Fig. 1: run 1, metal 3
Drawn at 8 px/µm.
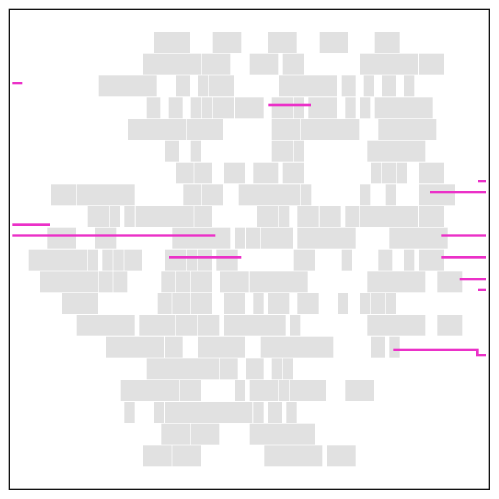
Fig. 2: run 1, met2 routing
Drawn at 8 px/µm.
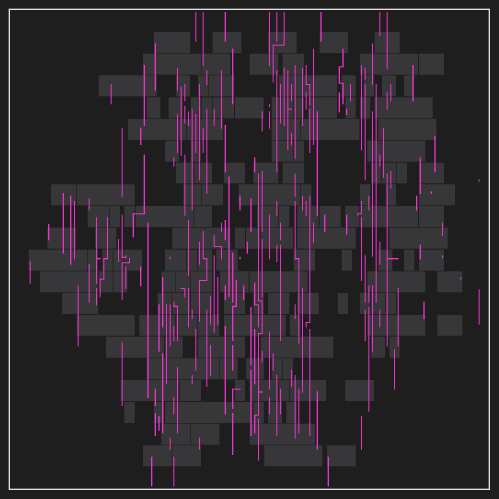
Fig. 3: run 1, congestion heat map
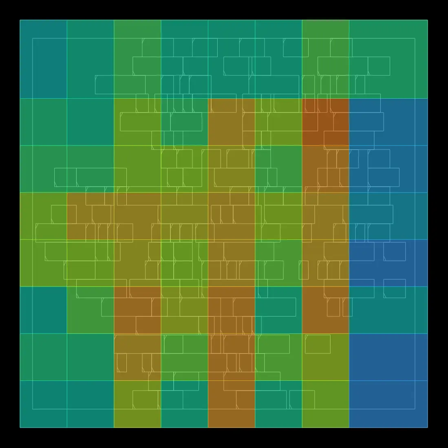
==> src/rtl/shift_add_mult_pkg.sv <==
// Shared types and helpers for the shift-and-add multiplier.
// The optional signed mode is enabled with the SIGNED_MULT_EN macro.
package shift_add_mult_pkg;

    typedef enum logic [1:0] {
        IDLE = 2'd0,
        CALC = 2'd1,
        DONE = 2'd2
    } state_t;

    // Width of the iteration counter for a given operand width.
    function automatic int count_width(input int width);
        return (width < 2) ? 1 : $clog2(width);
    endfunction

endpackage

==> src/rtl/shift_add_mult_ctrl.sv <==
// Control FSM for the shift-and-add multiplier: sequencing, iteration count,
// registered busy/done and the load/step/last/commit strobes for the datapath.
module shift_add_mult_ctrl
    import shift_add_mult_pkg::*;
#(
    parameter int WIDTH = 4
) (
    input  logic sys_clk,
    input  logic sys_rst,
    input  logic start,
    output logic busy,
    output logic done,
    output logic load,
    output logic step,
    output logic last,
    output logic commit
);

    localparam int CW = count_width(WIDTH);
    localparam logic [CW-1:0] LAST_COUNT = CW'(WIDTH - 1);

    state_t state;
    state_t next_state;
    logic [CW-1:0] count;

    // busy and done are registered from the next/current state so they line up
    // with the cycle the datapath actually updates the product.
    always_ff @(posedge sys_clk) begin
        if (sys_rst) begin
            state <= IDLE;
            count <= '0;
            busy  <= 1'b0;
            done  <= 1'b0;
        end else begin
            state <= next_state;
            busy  <= (next_state != IDLE);
            done  <= (state == DONE);
            if (load) begin
                count <= '0;
            end else if (step && !last) begin
                count <= count + 1'b1;
            end
        end
    end

    always_comb begin
        next_state = state;
        load       = 1'b0;
        step       = 1'b0;
        last       = 1'b0;
        commit     = 1'b0;
        case (state)
            IDLE: begin
                if (start) begin
                    load       = 1'b1;
                    next_state = CALC;
                end
            end
            CALC: begin
                step = 1'b1;
                last = (count == LAST_COUNT);
                if (last) begin
                    next_state = DONE;
                end
            end
            DONE: begin
                commit     = 1'b1;
                next_state = IDLE;
            end
            default: begin
                next_state = IDLE;
            end
        endcase
    end

endmodule

==> src/rtl/shift_add_mult.sv <==
// Sequential WIDTH x WIDTH -> 2*WIDTH shift-and-add multiplier with start/busy/done.
// Define SIGNED_MULT_EN to add the signed_mode port for two's-complement operation.
module shift_add_mult
    import shift_add_mult_pkg::*;
#(
    parameter int WIDTH = 4
) (
    input  logic               sys_clk,
    input  logic               sys_rst,
    input  logic               start,
    input  logic [WIDTH-1:0]   op_a,
    input  logic [WIDTH-1:0]   op_b,
`ifdef SIGNED_MULT_EN
    input  logic               signed_mode,
`endif
    output logic               busy,
    output logic               done,
    output logic [2*WIDTH-1:0] product
);

    logic load;
    logic step;
    logic last;
    logic commit;

    logic [WIDTH-1:0] mcand;
    logic [2*WIDTH:0] acc;
    logic             sm_q;

    logic [WIDTH:0]   hi;
    logic [WIDTH:0]   addend;
    logic [WIDTH:0]   sum;
    logic             shift_in;
    logic [2*WIDTH:0] acc_next;

    shift_add_mult_ctrl #(
        .WIDTH (WIDTH)
    ) u_ctrl (
        .sys_clk (sys_clk),
        .sys_rst (sys_rst),
        .start   (start),
        .busy    (busy),
        .done    (done),
        .load    (load),
        .step    (step),
        .last    (last),
        .commit  (commit)
    );

`ifdef SIGNED_MULT_EN
    always_ff @(posedge sys_clk) begin
        if (sys_rst) begin
            sm_q <= 1'b0;
        end else if (load) begin
            sm_q <= signed_mode;
        end
    end
`else
    assign sm_q = 1'b0;
`endif

    // In signed mode the multiplier MSB carries negative weight, so the final
    // partial product is subtracted and the shift keeps the sign.
    always_comb begin
        hi       = acc[2*WIDTH:WIDTH];
        addend   = sm_q ? {mcand[WIDTH-1], mcand} : {1'b0, mcand};
        sum      = hi;
        if (acc[0]) begin
            if (sm_q && last) begin
                sum = hi - addend;
            end else begin
                sum = hi + addend;
            end
        end
        shift_in = sm_q ? sum[WIDTH] : 1'b0;
        acc_next = {shift_in, sum, acc[WIDTH-1:1]};
    end

    always_ff @(posedge sys_clk) begin
        if (sys_rst) begin
            mcand   <= '0;
            acc     <= '0;
            product <= '0;
        end else begin
            if (load) begin
                mcand <= op_a;
                acc   <= {{(WIDTH+1){1'b0}}, op_b};
            end else if (step) begin
                acc <= acc_next;
            end
            if (commit) begin
                product <= acc[2*WIDTH-1:0];
            end
        end
    end

endmodule

==> config.mk <==
export PLATFORM = sky130hd
export DESIGN_NAME = shift_add_mult
export DESIGN_NICKNAME = d
export VERILOG_FILES = /design/src/rtl/shift_add_mult_pkg.sv /design/src/rtl/shift_add_mult_ctrl.sv /design/src/rtl/shift_add_mult.sv
export SDC_FILE = /design/constraint.sdc
export NUM_CORES = 1
export LEC_CHECK = 0
export CAP_MARGIN = 10
export CORE_MARGIN = 1.5
export CORE_UTILIZATION = 35
export DETAILED_ROUTE_END_ITERATION = 8
export PLACE_DENSITY = 0.63
export SKIP_LAST_GASP = 1
export SYNTH_ARGS = -nofsm -noshare
export SYNTH_HDL_FRONTEND = slang
export SYNTH_SLANG_ARGS = --single-unit
==> constraint.sdc <==
create_clock -name sys_clk -period 1.5 [get_ports sys_clk]
set_input_delay 0.225 -clock sys_clk [delete_from_list [all_inputs] [get_ports sys_clk]]
set_output_delay 0.225 -clock sys_clk [all_outputs]
set_load 0.02 [all_outputs]
==> flow_summary_export.csv, run 1 <==
group,metric,value,unit
setup_path,cp_data_required_time,1.76,ns
job,warnings,27,
route,met3WireLength,77,µm
synthesis,ys_area,1130,µm²
timing,finalSetupViolCount,0,
final_layout,reg_top3,"acc (8), product (8), mcand (4)",
synthesis,yosys.cell_types.count,27,
setup_path,critical_path_buf_inv_count,1,
timing,max_freq,672,MHz
final_layout,seq_cells,26,
final_layout,num-multi-input-gates,92,
grt,grt_pass1_wl,3710,µm
final_layout,final_net_count,173,
synthesis,syn_avg_cell_area,8.83,µm²
synthesis,edf_count,0,
clock_tree,hold_buffers,0,
grt,use_met1,18.4,%
synthesis,syn_area,1130,µm²
place,dp.cells,195,
final_layout,largest_class,"combinational gates",
timing,slew_headroom,71.9,%
setup_path,reg2reg_slack,0.01,ns
timing,hold_slack,0.461,ns
grt,antenna_found_initial,0,
synthesis,synth-warning-count,0,
final_layout,fillCellCount,311,
synthesis,ys.flops,26,
floorplan,chipHeight,59.8,µm
final_layout,final_cell_mix,"dfxtp_1 (24), nand2_1 (20), nor2_1 (16), a21oi_1 (15)",
job,max-cap-violations,0,
synthesis,yosys_most_used_dff,"dfxtp_1",
grt,grtUsageMet2,22.4,%
synthesis,simple_gate_share,19.8,%
floorplan,core_area,3050,µm²
final_layout,clockBufferCount,3,
timing,setup_ws,0.0124,ns
setup_path,cp.depth,7,
clock_tree,cts_resized,11,
setup_path,cp-startpoint,"mcand[0]$_SDFFE_PP0P_",
grt,grt_overflow,0,
route,met2_length,1050,µm
final_layout,final-comb-area,599,µm²
hold_path,min_path_type,"reg -> reg",
outcome,status,"complete, no violations",
setup_path,cpMaxStageDelayCell,"dfxtp_2",
hold_path,min_from,"product[5]$_SDFFE_PP0P_",
synthesis,syn_inst,128,
route,remaining_drc_errors,0,
synthesis,yosysTopAreaCell,"dfxtp_1",
timing,rsz0062_at_grt,"yes",
final_layout,clkCellAreaFrac,3.48,%
synthesis,aoi_share,14.1,%
synthesis,ys_cells,128,
grt,grt_pass1_vias,851,
final_layout,diodes,0,
final_layout,final_area,1510,µm²
timing,clock_skew,0.0102,ns
route,dr.pass1.iters,4,
synthesis,ys_seq_share,46.1,%
route,dr_total_vias,916,
timing,period_used_share,99.2,%
power_and_ir_drop,p_sw,0.314,mW
power_and_ir_drop,pwr-share-comb,12.6,%
timing,fin_crit,1.49,ns
synthesis,ys_top_logic_family,"simple AND/OR/NAND/NOR gates",
clock_tree,cts_buffer_depth,2,
place,hpwl,1740,µm
power_and_ir_drop,p_leak,0.649,nW
power_and_ir_drop,p_int,1.08,mW
final_layout,bufAreaShareNonClock,17.9,%
timing,finalHoldViolCount,0,
synthesis,synth_adder_area_share,7.31,%
Notes on Fig. 1 above:
share of all routed wire: 3.5%
wire length on this layer: 77.7 µm
nets with wire on the layer: 11

Notes on Fig. 2 above:
longest straight run: 27.2 µm
main direction: vertical
wire length on this layer: 1050 µm
nets with wire on the layer: 140

Notes on Fig. 3 above:
Tot GR Track Use: 13.7%
routed len/inst: 11.3 µm

Fig. 4: run 1, wiring heat map
Drawn at 6 px/µm. 12 x 12 tiles, from dark blue (low) to red (high), scaled to the fullest tile. Values are wire area over tile area, all layers added.
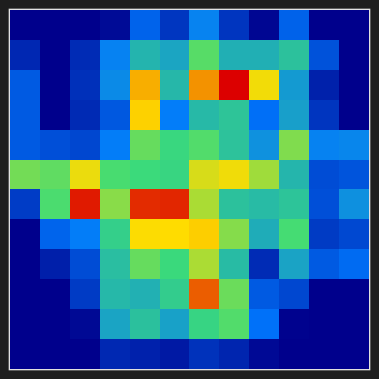

## Run 2: what changed since run 1
Settings changed: CAP_MARGIN 10 to not set, PLACE_DENSITY 0.63 to 0.61.
Clock period 1.5 ns to 1.8 ns, I/O delays scaled along.
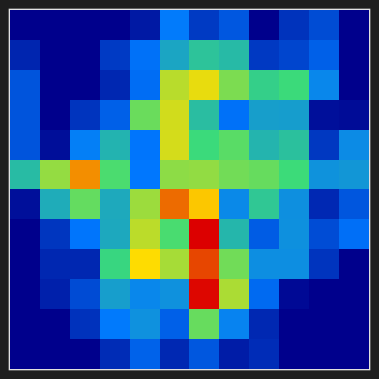
Fig. 5. Wiring heat map (run 2).
Drawn at 6 px/µm. 12 x 12 tiles, from dark blue (low) to red (high), scaled to the fullest tile. Values are wire area over tile area, all layers added.
fullest tile: 0.35
nearly empty tiles: 22%
densest ninth of the die: center

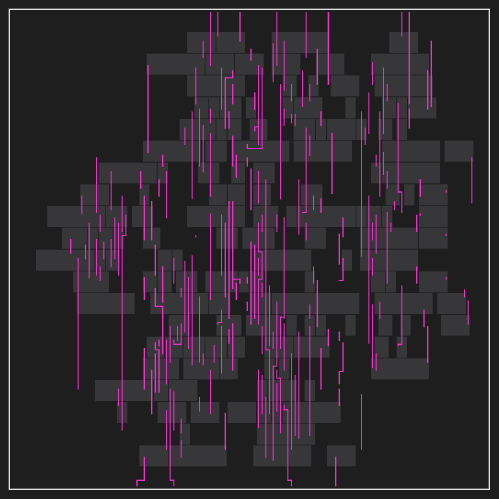
Fig. 6. Met2 routing (run 2).
Drawn at 8 px/µm.
share of all routed wire: 46%
main direction: vertical
nets with wire on the layer: 136
longest straight run: 24.3 µm
wire length on this layer: 1000 µm
Vias: 907
grt met2 use: 21.0%
final WL: 2160 µm

==> flow_summary_export.csv, run 2 <==
group,metric,value,unit
route,wire_per_inst,11.2,µm
floorplan,chipHeight,59.8,µm
setup_path,cp.depth,6,
route,dr.pass1.iters,3,
synthesis,synthArstFlopShare,0,%
timing,max_freq,614,MHz
grt,grt_util_all_layers,13.5,%
job,max-cap-violations,0,
setup_path,max_stage_delay,0.40,ns
synthesis,yosys_most_used_dff,"dfxtp_1",
synthesis,syn_avg_cell_area,8.83,µm²
timing,finalSetupViolCount,0,
synthesis,netlist_top_cells_area,"dfxtp_1 (46%), a21oi_1 (6.6%), nand2_1 (6.6%)",
timing,period_used_share,90.5,%
synthesis,synth_adder_area_share,7.31,%
final_layout,final_area,1430,µm²
grt,antenna_found_initial,0,
final_layout,bufAreaShareNonClock,16.1,%
synthesis,ys_area,1130,µm²
clock_tree,hold_buffers,0,
timing,fin_crit,1.63,ns
place,dp.cells,189,
final_layout,reg_top3,"acc (8), product (8), mcand (4)",
final_layout,fin_cells,193,
final_layout,seq_cells,26,
job,warnings,26,
setup_path,cp-startpoint,"acc[4]$_SDFFE_PP0N_",
grt,grt_overflow,0,
final_layout,diodes,0,
outcome,status,"complete, no violations",
timing,finalHoldViolCount,0,
setup_path,cp_data_required_time,2.05,ns
final_layout,clockBufferCount,3,
route,drt_iter0_drc,25,
grt,grt_pass1_wl,3680,µm
synthesis,ys.flops,26,
synthesis,yosysTopAreaCell,"dfxtp_1",
final_layout,final_layout_top_logic_cell,"dfxtp_1",
power_and_ir_drop,p_sw,0.262,mW
floorplan,core_area,3050,µm²
timing,hold_slack,0.462,ns
timing,setup_ws,0.172,ns
final_layout,final_net_count,167,
synthesis,syn_inst,128,
clock_tree,cts_buffer_depth,2,
timing,clock_skew,0.00233,ns
route,met2_length,1000,µm
power_and_ir_drop,pwr-share-comb,11.4,%
final_layout,nNonClkInverters,3,
timing,rsz0062_at_grt,"no",
timing,slew_headroom,66.3,%
synthesis,edf_count,0,
final_layout,clkCellAreaFrac,3.66,%
setup_path,cpMaxStageDelayCell,"dfxtp_1",
route,routed.top_layer,"met4",
power_and_ir_drop,powerDensity,803,nW/µm²
grt,use_met1,18.5,%
grt,grt_pass1_vias,837,
setup_path,reg2reg_slack,0.17,ns
synthesis,yosys.area.top_type_share,46.1,%
final_layout,fillCellCount,318,
route,remaining_drc_errors,0,
synthesis,simple_gate_share,19.8,%
synthesis,syn_area,1130,µm²
power_and_ir_drop,clock_net_power,0.407,mW
synthesis,ys_seq_share,46.1,%
synthesis,aoi_share,14.1,%
hold_path,min_path_type,"reg -> reg",
final_layout,final_cell_mix,"dfxtp_1 (26), nand2_1 (20), clkdlybuf4s50_1 (20), nor2_1 (16), a21oi_1 (15)",
final_layout,num-multi-input-gates,92,
grt,top_usage_layer,"met2",
power_and_ir_drop,p_leak,0.542,nW
final_layout,final-comb-area,564,µm²
clock_tree,cts_resized,0,
place,place_area,1380,µm²
synthesis,ys_cells,128,
final_layout,largest_class,"combinational gates",
route,met3WireLength,67,µm
setup_path,critical_path_buf_inv_count,1,
synthesis,ys_top_logic_family,"simple AND/OR/NAND/NOR gates",
hold_path,min_from,"product[4]$_SDFFE_PP0P_",
synthesis,synth_dominant_cell_count,"dfxtp_1",
setup_path,worst_setup_path_end_kind,"register",
grt,grt_max_degree,21,
synthesis,synth-warning-count,0,
power_and_ir_drop,p_int,0.889,mW
Fig. 7: run 2, pin map
Drawn at 8 px/µm. Pins as bars across the die edge, other pins in gray.
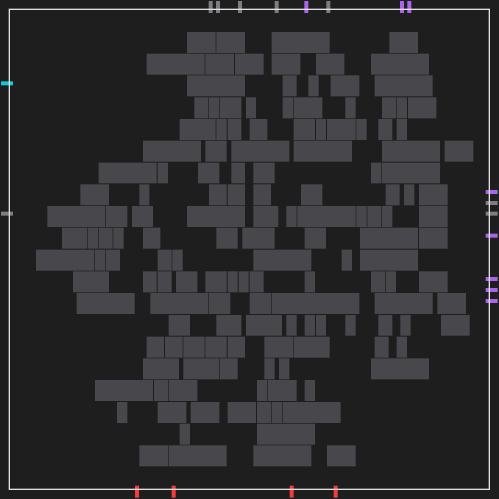

## Run 3: what changed since run 2
Settings changed: PLACE_DENSITY 0.61 to 0.54.
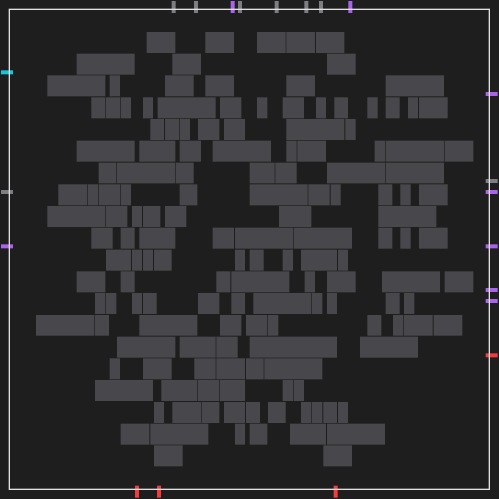
Fig. 8. Pin map (run 3).
Drawn at 8 px/µm. Pins as bars across the die edge, other pins in gray.
| port | color | pins | direction | edge |
|---|---|---|---|---|
| product | purple | 8 | output | 5 right, 2 top, 1 left |
| op_a | red | 4 | input | 3 bottom, 1 right |
| sys_clk | cyan | 1 | input | left |
all pins by edge: 8 top, 7 right, 3 bottom, 3 left

==> flow_summary_export.csv, run 3 <==
group,metric,value,unit
setup_path,cp-startpoint,"acc[4]$_SDFFE_PP0N_",
synthesis,yosys_most_used_dff,"dfxtp_1",
synthesis,syn_nets,145,
synthesis,syn_area,1130,µm²
final_layout,clockBufferCount,3,
hold_path,min_path_type,"reg -> reg",
floorplan,die_w,59.8,µm
route,drt_iter0_drc,19,
final_layout,largest_class,"combinational gates",
clock_tree,cts.sinks,26,
hold_path,hold_path_end,"product[1]$_SDFFE_PP0P_",
synthesis,ys_sh_xor,1.55,%
synthesis,netlist_top_cells_area,"dfxtp_1 (46%), a21oi_1 (6.6%), nand2_1 (6.6%)",
timing,hold_slack,0.463,ns
job,max-cap-violations,0,
timing,slew_headroom,70.8,%
timing,setup_ws,0.211,ns
setup_path,critical_path_buf_inv_count,1,
power_and_ir_drop,seqPwrFrac,53.4,%
final_layout,diodes,0,
power_and_ir_drop,clkPwrFrac,34.9,%
power_and_ir_drop,pwr-share-comb,11.8,%
timing,finalSetupViolCount,0,
place,port_buffers,20,
setup_path,timing.rr.end,"acc[5]$_SDFFE_PP0N_",
power_and_ir_drop,comb-power,0.135,mW
power_and_ir_drop,p_total,1.15,mW
synthesis,yosys.cell_types.count,27,
synthesis,synth.top_cells.by_count,"dfxtp_1 (26), nand2_1 (20), nor2_1 (16)",
synthesis,yosys.area.top_type_share,46.1,%
setup_path,reg2regPathDepth,6,
timing,max_freq,629,MHz
grt,grt_pass1_wl,3970,µm
place,place_ws,0.182,ns
route,routed.top_layer,"met4",
timing,fin_crit,1.59,ns
final_layout,buffers_excl_clock,26,
setup_path,crit_chain,"ha_1 -> inv_1 -> fa_1 -> xnor2_1 -> mux2i_1 -> a211oi_1",
setup_path,cpMaxStageDelayCell,"dfxtp_1",
synthesis,syn_inst,128,
clock_tree,clk_latency,0.32,ns
grt,grt_max_degree,21,
setup_path,worst_setup_path_end_kind,"register",
synthesis,yosysTopAreaCell,"dfxtp_1",
setup_path,cp_data_required_time,2.04,ns
timing,period_used_share,88.3,%
synthesis,simple_gate_share,19.8,%
clock_tree,cts_buffer_depth,2,
route,wire_per_inst,11.7,µm
clock_tree,cts_setup_buffers,0,
final_layout,fillCellCount,307,
clock_tree,h-tree-depth,1,
timing,clock_skew,0.00936,ns
final_layout,clkCellAreaFrac,3.63,%
grt,grt_util_all_layers,14.6,%
hold_path,holdPathStages,2,
floorplan,core_area,3050,µm²
power_and_ir_drop,switching_share,22.4,%
power_and_ir_drop,peakVddDrop,345,µV
synthesis,ys_seq_share,46.1,%
setup_path,start_kind,"register",
final_layout,bufAreaShareNonClock,16.9,%
final_layout,final_area,1450,µm²
final_layout,finish.utilization,47.5,%
synthesis,edf_count,0,
route,met1_length,1100,µm
route,met3WireLength,64,µm
final_layout,reg_top3,"acc (8), product (8), mcand (4)",
grt,use_met1,18.0,%
floorplan,chip_area,3580,µm²
grt,antenna_found_initial,0,
setup_path,critical_path.top_delay_family,"adder cells",
clock_tree,clkTransAtPathRegs,0.15,ns
final_layout,final_layout_top_logic_cell,"dfxtp_1",
synthesis,ys_cells,128,
route,viasPerCell,4.72,
final_layout,nNonClkInverters,3,
power_and_ir_drop,powerDensity,792,nW/µm²
floorplan,chipHeight,59.8,µm
power_and_ir_drop,seq-power,0.612,mW
final_layout,fin_cells,195,
synthesis,synth_dominant_cell_count,"dfxtp_1",
outcome,status,"complete, no violations",
synthesis,muxShareOfSynthArea,7.20,%
grt,grt_overflow,0,
clock_tree,cts_tree,"done",
place,finalWeightedCongestion,0.758,
final_layout,drive_gt1_share,7.28,%
final_layout,seq_cells,26,
clock_tree,cts_inserted_buffers,3,
final_layout,area_delta_synth_final,28.2,%
power_and_ir_drop,p_sw,0.257,mW
timing,finalHoldViolCount,0,
synthesis,synth_adder_area_share,7.31,%
clock_tree,hold_buffers,0,
setup_path,reg2reg_slack,0.21,ns
setup_path,cp_max_fo,4,
place,hpwl,1690,µm
clock_tree,cts_resized,0,
synthesis,aoi_share,14.1,%
floorplan,io_pins,21,
setup_path,cp.arrival,1.83,ns
power_and_ir_drop,p_int,0.891,mW
setup_path,cp.depth,6,
synthesis,ys_top_logic_family,"simple AND/OR/NAND/NOR gates",
grt,grt_pass1_vias,925,
synthesis,ys.flops,26,
timing,rsz0062_at_grt,"no",
setup_path,max_stage_delay,0.40,ns
power_and_ir_drop,largestPowerGroup,"registers",
route,dr.pass1.iters,4,
job,warnings,26,
timing,drv_slew,0,
hold_path,min_from,"product[1]$_SDFFE_PP0P_",
floorplan,well_tap_count,44,
grt,top_usage_layer,"met2",
synthesis,ys_area,1130,µm²
setup_path,r2r_start,"acc[4]$_SDFFE_PP0N_",
clock_tree,root_buffer,"clkbuf_4",
route,drtAntennaViolNets,0,
floorplan,fp_util,37.0,%
power_and_ir_drop,clock_net_power,0.400,mW
setup_path,critical_path.endpoint,"acc[5]$_SDFFE_PP0N_",
synthesis,synthArstFlopShare,0,%
final_layout,final_net_count,169,
final_layout,final-comb-area,564,µm²
route,remaining_drc_errors,0,
floorplan,placement_rows,20,
power_and_ir_drop,p_leak,0.552,nW
final_layout,final_cell_mix,"dfxtp_1 (26), nand2_1 (20), clkdlybuf4s50_1 (20), nor2_1 (16), a21oi_1 (15)",
grt,grtUsageMet2,25.0,%
place,dp.cells,191,
final_layout,sh_seq_area,35.9,%
final_layout,num-multi-input-gates,92,
synthesis,synth-warning-count,0,
place,place_area,1400,µm²
timing,setup-tns-final,0,ns
setup_path,crit_type,"reg -> reg",
synthesis,syn_avg_cell_area,8.83,µm²
route,met2_length,1090,µm
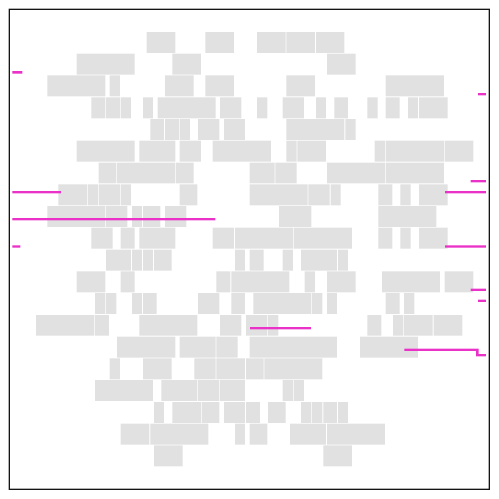
Fig. 9. Metal 3 (run 3).
Drawn at 8 px/µm.
share of all routed wire: 2.8%
wire length on this layer: 64.6 µm
main direction: horizontal
Vias: 921
final WL: 2270 µm
Global Route met3 Usage: 1.95%

Power and IR drop assume default switching activity.
